Design uart_word_serializer, sky130hd; sources not shown.
**Run 1: track usage over the die**

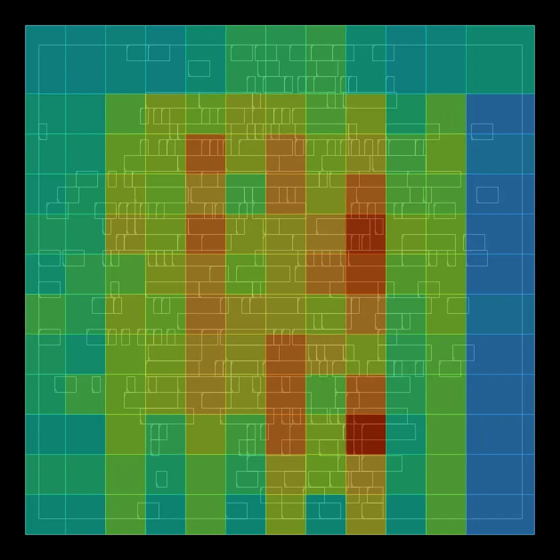
met3 usage: 0.02828
busiest grt layer: met2
routing usage on met1: 0.1557

**Run 1: logic cells by family**

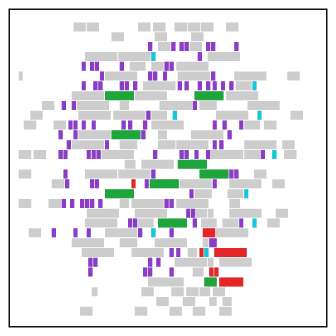
family	color	cells	most used
inv cells	cyan	9	inv_1
mux cells	green	9	mux4_2
nor cells	red	7	nor2_1
nand cells	purple	105	nand2_1
Comb/total area: 0.3145
tally of non-filler cells in the final layout: 346
Commonest Layout Cell: nand2_1

**Run 1: signal wires on met3**

Scale bar: 20 µm.
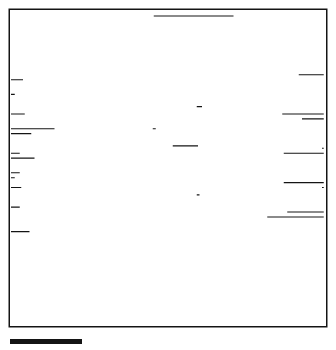
share of all routed wire	3.4%
main direction	horizontal
wire length on this layer	146 µm
final wirelength: 4.309 mm
number of vias in the routed layout: 1474

==> results.tsv, run 1 <==
metric	value	unit
p_sw_frac	0.3966	
synthAoiAreaFrac	0.05837	
synthMuxAreaShare	0.09053	
grt_first_pass_wirelength	7.086	mm
async_reset_ff_frac	1.000	
chip_area	0.007688	mm²
cts_buffer_depth	2	
area_delta_synth_final	27.64	%
p_switching	0.8973	mW
largest_reg_flops	32	
top_area_cell	dfrtp_1	
p_int	1.365	mW
port_buffers	46	
synth_top_cell_by_count	nand2_1	
grt-ovfl-total	0	
ir_drop	0.2096	mV
slowest_stage	clkdlybuf4s50_1	
coreArea	0.006794	mm²
highest_layer	met4	
outcome	completed	
powerClk	0.313	mW
yosys_warnings	0	
cts-root-buf	clkbuf_8	
finalHoldViolations	0	
tns	0	ns
drive_above_1_share	0.1320	
postSynthSeqShare	0.5241	
fin_nets	286	
synth_area	0.002101	mm²
buf_share	0.1829	
critPathArrivalTime	1.87	ns
slew_headroom	0.3670	
pwr-share-clk	0.138	
leakage	1.277	nW
comb_area	843.3	µm²
antenna_left	0	
powerComb	1.04	mW
cp_slowest_stage_delay	0.80	ns
antenna_found_initial	0	
hold_class	primary input to async pin	
path_clk_slew	0.08	ns
clock_latency	0.29	ns
path_cells	and2b_2, clkdlybuf4s50_1	
nWellTaps	96	
final-clk-cell-share	0.03453	
synthesis.nets	245	
detailedPlacementHpwl	3.037	mm
use_met2	0.1983	
die_width	87.68	µm
yosys-stat-cells	208	
reg2reg_depth	4	
synthCells	208	
wire_per_inst	12.45	µm
synthTopCellsByCount	nand2_1, dfrtp_1, inv_1	
ff_latch_area	0.001101	mm²
p_per_area	843.7	mW/mm²
sh_seq_area	0.4106	
maxCapViolCount	0	
ys_sh_xor	0.004169	
cp-end-kind	output pin	
h-tree-depth	2	
cts_tree	done	
ios	48	
yosys_area	0.002101	mm²
cts_hold_buf	0	
grt_start_max_net_pins	45	
nFillCells	688	
path_max_fanout	10	
nNonClkBuffers	48	
top_cell_area_share	0.5241	
crit_buf_inv	1	
cp-start-kind	flop	
wl_met2	2.114	mm
## run 1: stage by stage
step / util / instances / area, µm² / setup WS, ns
after global placement: 0.3770 / 337 / 2561 / 1.177
after global routing: 0.3947 / 346 / 2681 / 1.024
after detailed placement: 0.3770 / 337 / 2561 / 1.138
after CTS: 0.3906 / 345 / 2654 / 1.057
final: 0.3947 / 346 / 2681 / 1.090
after floorplan: - / 208 / 2101 / 2.054
## run 1: layout by cell type, fill, tap and decap left out, types with 2 or more instances in the layout
cell,Yosys,layout
o21ai_0,2,2
dfrtp_1,44,44
clkdlybuf4s50_1,0,45
clkbuf_8,0,5
mux4_2,8,8
nand2_1,104,104
o211ai_2,8,8
clkbuf_4,0,2
nor2_1,4,4
inv_1,9,9
**Run 1: sequential cells colored by netlist name**

Other sequential cells in the stronger gray, the rest of the logic in the fainter gray.
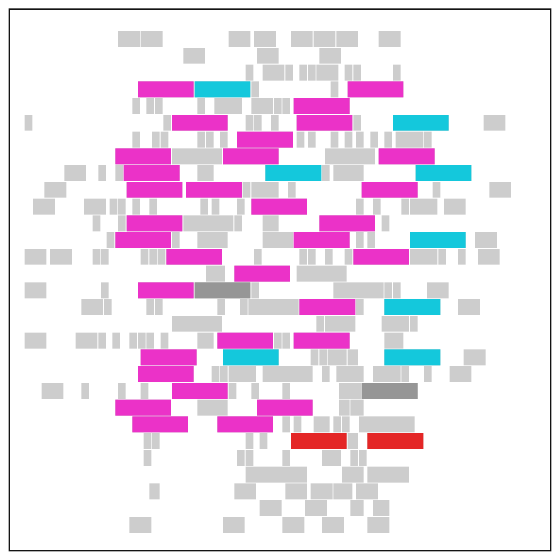

==> run 2: changes to the inputs <==
- ABC_CLOCK_PERIOD_IN_PS: 3600 -> 2600
- clock period: 3.6 -> 2.6 ns (I/O delays scaled with it)
**Run 2: sequential cells colored by netlist name**

Other sequential cells in the stronger gray, the rest of the logic in the fainter gray.
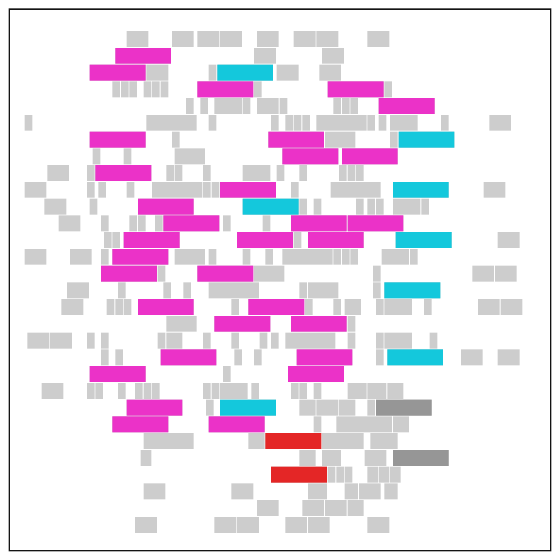
signal	color	sequential cells
word_q	magenta	32
state_q	red	2
o_byte	cyan	8
not colored	2
Seq. pwr: 1.21 mW
Seq area share: 0.4080

==> run 2 against run 1 <==
  * Non-clock buffer count up 4
  * Critical endpoint unchanged
  * Total power up 40%
  * Clock-buffer cell count unchanged
==> results.tsv, run 2 <==
metric	value	unit	change
yosys-stat-cells	208		unchanged
largest_reg_flops	32		unchanged
p_per_area	1170	mW/mm²	+39%
ys_sh_xor	0.004169		unchanged
wl_met2	1.999	mm	-5.4%
busiest_layer	met2		
setup_ws	0.2386	ns	-0.8515 ns
cp-end-kind	output pin		
synthAoiAreaFrac	0.05837		unchanged
detailedPlacementHpwl	3.057	mm	+0.66%
antenna_found_initial	0		unchanged
outcome	completed		
edf_count	0		
lay_top_count	nand2_1		
cp-start-kind	flop		
max_freq	0.4235	GHz	
use_met1	0.1781		+0.02236
synthTopCellsByCount	nand2_1, dfrtp_1, inv_1		
die_width	87.68	µm	unchanged
top_cell_area_share	0.5241		unchanged
p_total	3.157	mW	
synth_area	0.002101	mm²	unchanged
post-route-min-period	2.361	ns	
cts-root-buf	clkbuf_8		
fp_util	0.3092		
fin_area	0.002699	mm²	+0.65%
postPlaceCellArea	0.002591	mm²	+1.2%
grt_use_total	0.1269		
path_clk_slew	0.09	ns	about the same
h-tree-depth	2		unchanged
clock_latency	0.30	ns	about the same
cts_tree	done		
maxCapViolCount	0		unchanged
drive_above_1_share	0.1417		+0.009732
warnings	26		
preCtsSetupSlack	0.5618	ns	-0.5766 ns
critPathArrivalTime	1.87	ns	about the same
nFillCells	678		-1.5%
drv_slew	0		
tns	0	ns	unchanged
final_cells	350		+1.2%
highest_layer	met4		
setup_viol	0		
drt-met1-wl	2.099	mm	
reg2reg_depth	4		unchanged
drc	0		
grt_start_max_net_pins	33		-27%
synthCells	208		unchanged
cts_resized	0		
rows	30		
fin_util	0.3972		+0.002579
async_reset_ff_frac	1.000		unchanged
use_met3	0.02168		-0.006598
worst_pin_slew	0.4958	ns	
grt-ovfl-total	0		unchanged
drt_iter0_drc	88		
postSynthSeqShare	0.5241		unchanged
fin_nets	290		+1.4%
area_delta_synth_final	28.47	%	
finalHoldViolations	0		unchanged
synthMuxAreaShare	0.09053		unchanged
synthDistinctLibCells	25		
wire_per_inst	12.37	µm	-0.66%
synthesis.nets	245		unchanged
ir_drop	0.3071	mV	+47%
path_max_fanout	10		unchanged
grt_first_pass_wirelength	7.452	mm	+5.2%
chip_area	0.007688	mm²	unchanged
slew_headroom	0.6685		+0.3015
yosys_area	0.002101	mm²	unchanged
syn_area_per_cell	10.10	µm²	
final_cell_mix	nand2_1, clkdlybuf4s50_1, dfrtp_1		
ios	48		unchanged
hold_slack	0.3792	ns	
top_area_cell	dfrtp_1		
synth_top_cell_by_count	nand2_1		
cts_buffer_depth	2		unchanged
yosys_warnings	0		unchanged
coreArea	0.006794	mm²	unchanged
hold_class	flop to flop		
rsz0062_at_grt	false		
leakage	1.287	nW	+0.72%
antenna_left	0		unchanged
dp_cells	341		+1.2%
cts_hold_buf	1		+1
port_buffers	46		unchanged
**Run 2: signal wires on met2**

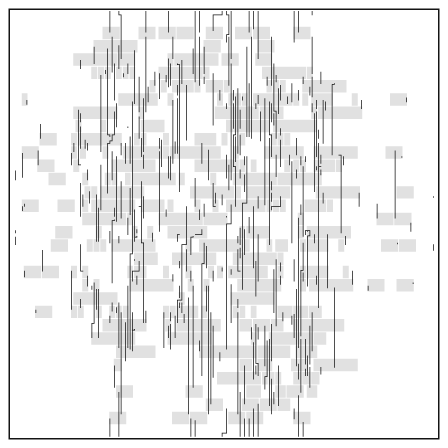
wire length on this layer	2000 µm
longest straight run	33.7 µm
final wirelength: 4.330 mm
number of vias in the routed layout: 1480
met2 GRT Util: 0.1949

[run 2: cell types whose count changed in the layout (fill, tap and decap cells not counted), sizes merged]
cell         before  now
clkinv            1    0
dlygate4sd3       0    1
buf               3    6
clkinvlp          0    1
[run 2: area by class of cell]
class,count,area (µm²),share of cell area
repair buffers,52,503.0,0.1864
clock inverters,1,7.507,0.002782
inverters,9,33.78,0.01252
flip-flops and latches,44,1101,0.4080
well taps,96,120.1,0.04451
clock buffers,7,90.09,0.03338
multi-input cells,141,843.3,0.3125
[run 2: where the power goes]
group          leakage [nW]  switching (mW)  internal [mW]
clock                0.0479           0.237          0.227
sequential            0.546           0.197           1.01
combinational         0.692           0.819          0.668
[run 2: critical path, stage by stage, from the launching register on]
cell	delay [ns]
dfrtp_1	0.56
and2b_2	0.22
clkdlybuf4s50_1	0.79
No activity file was given, so power comes from the tool's default toggle rates.
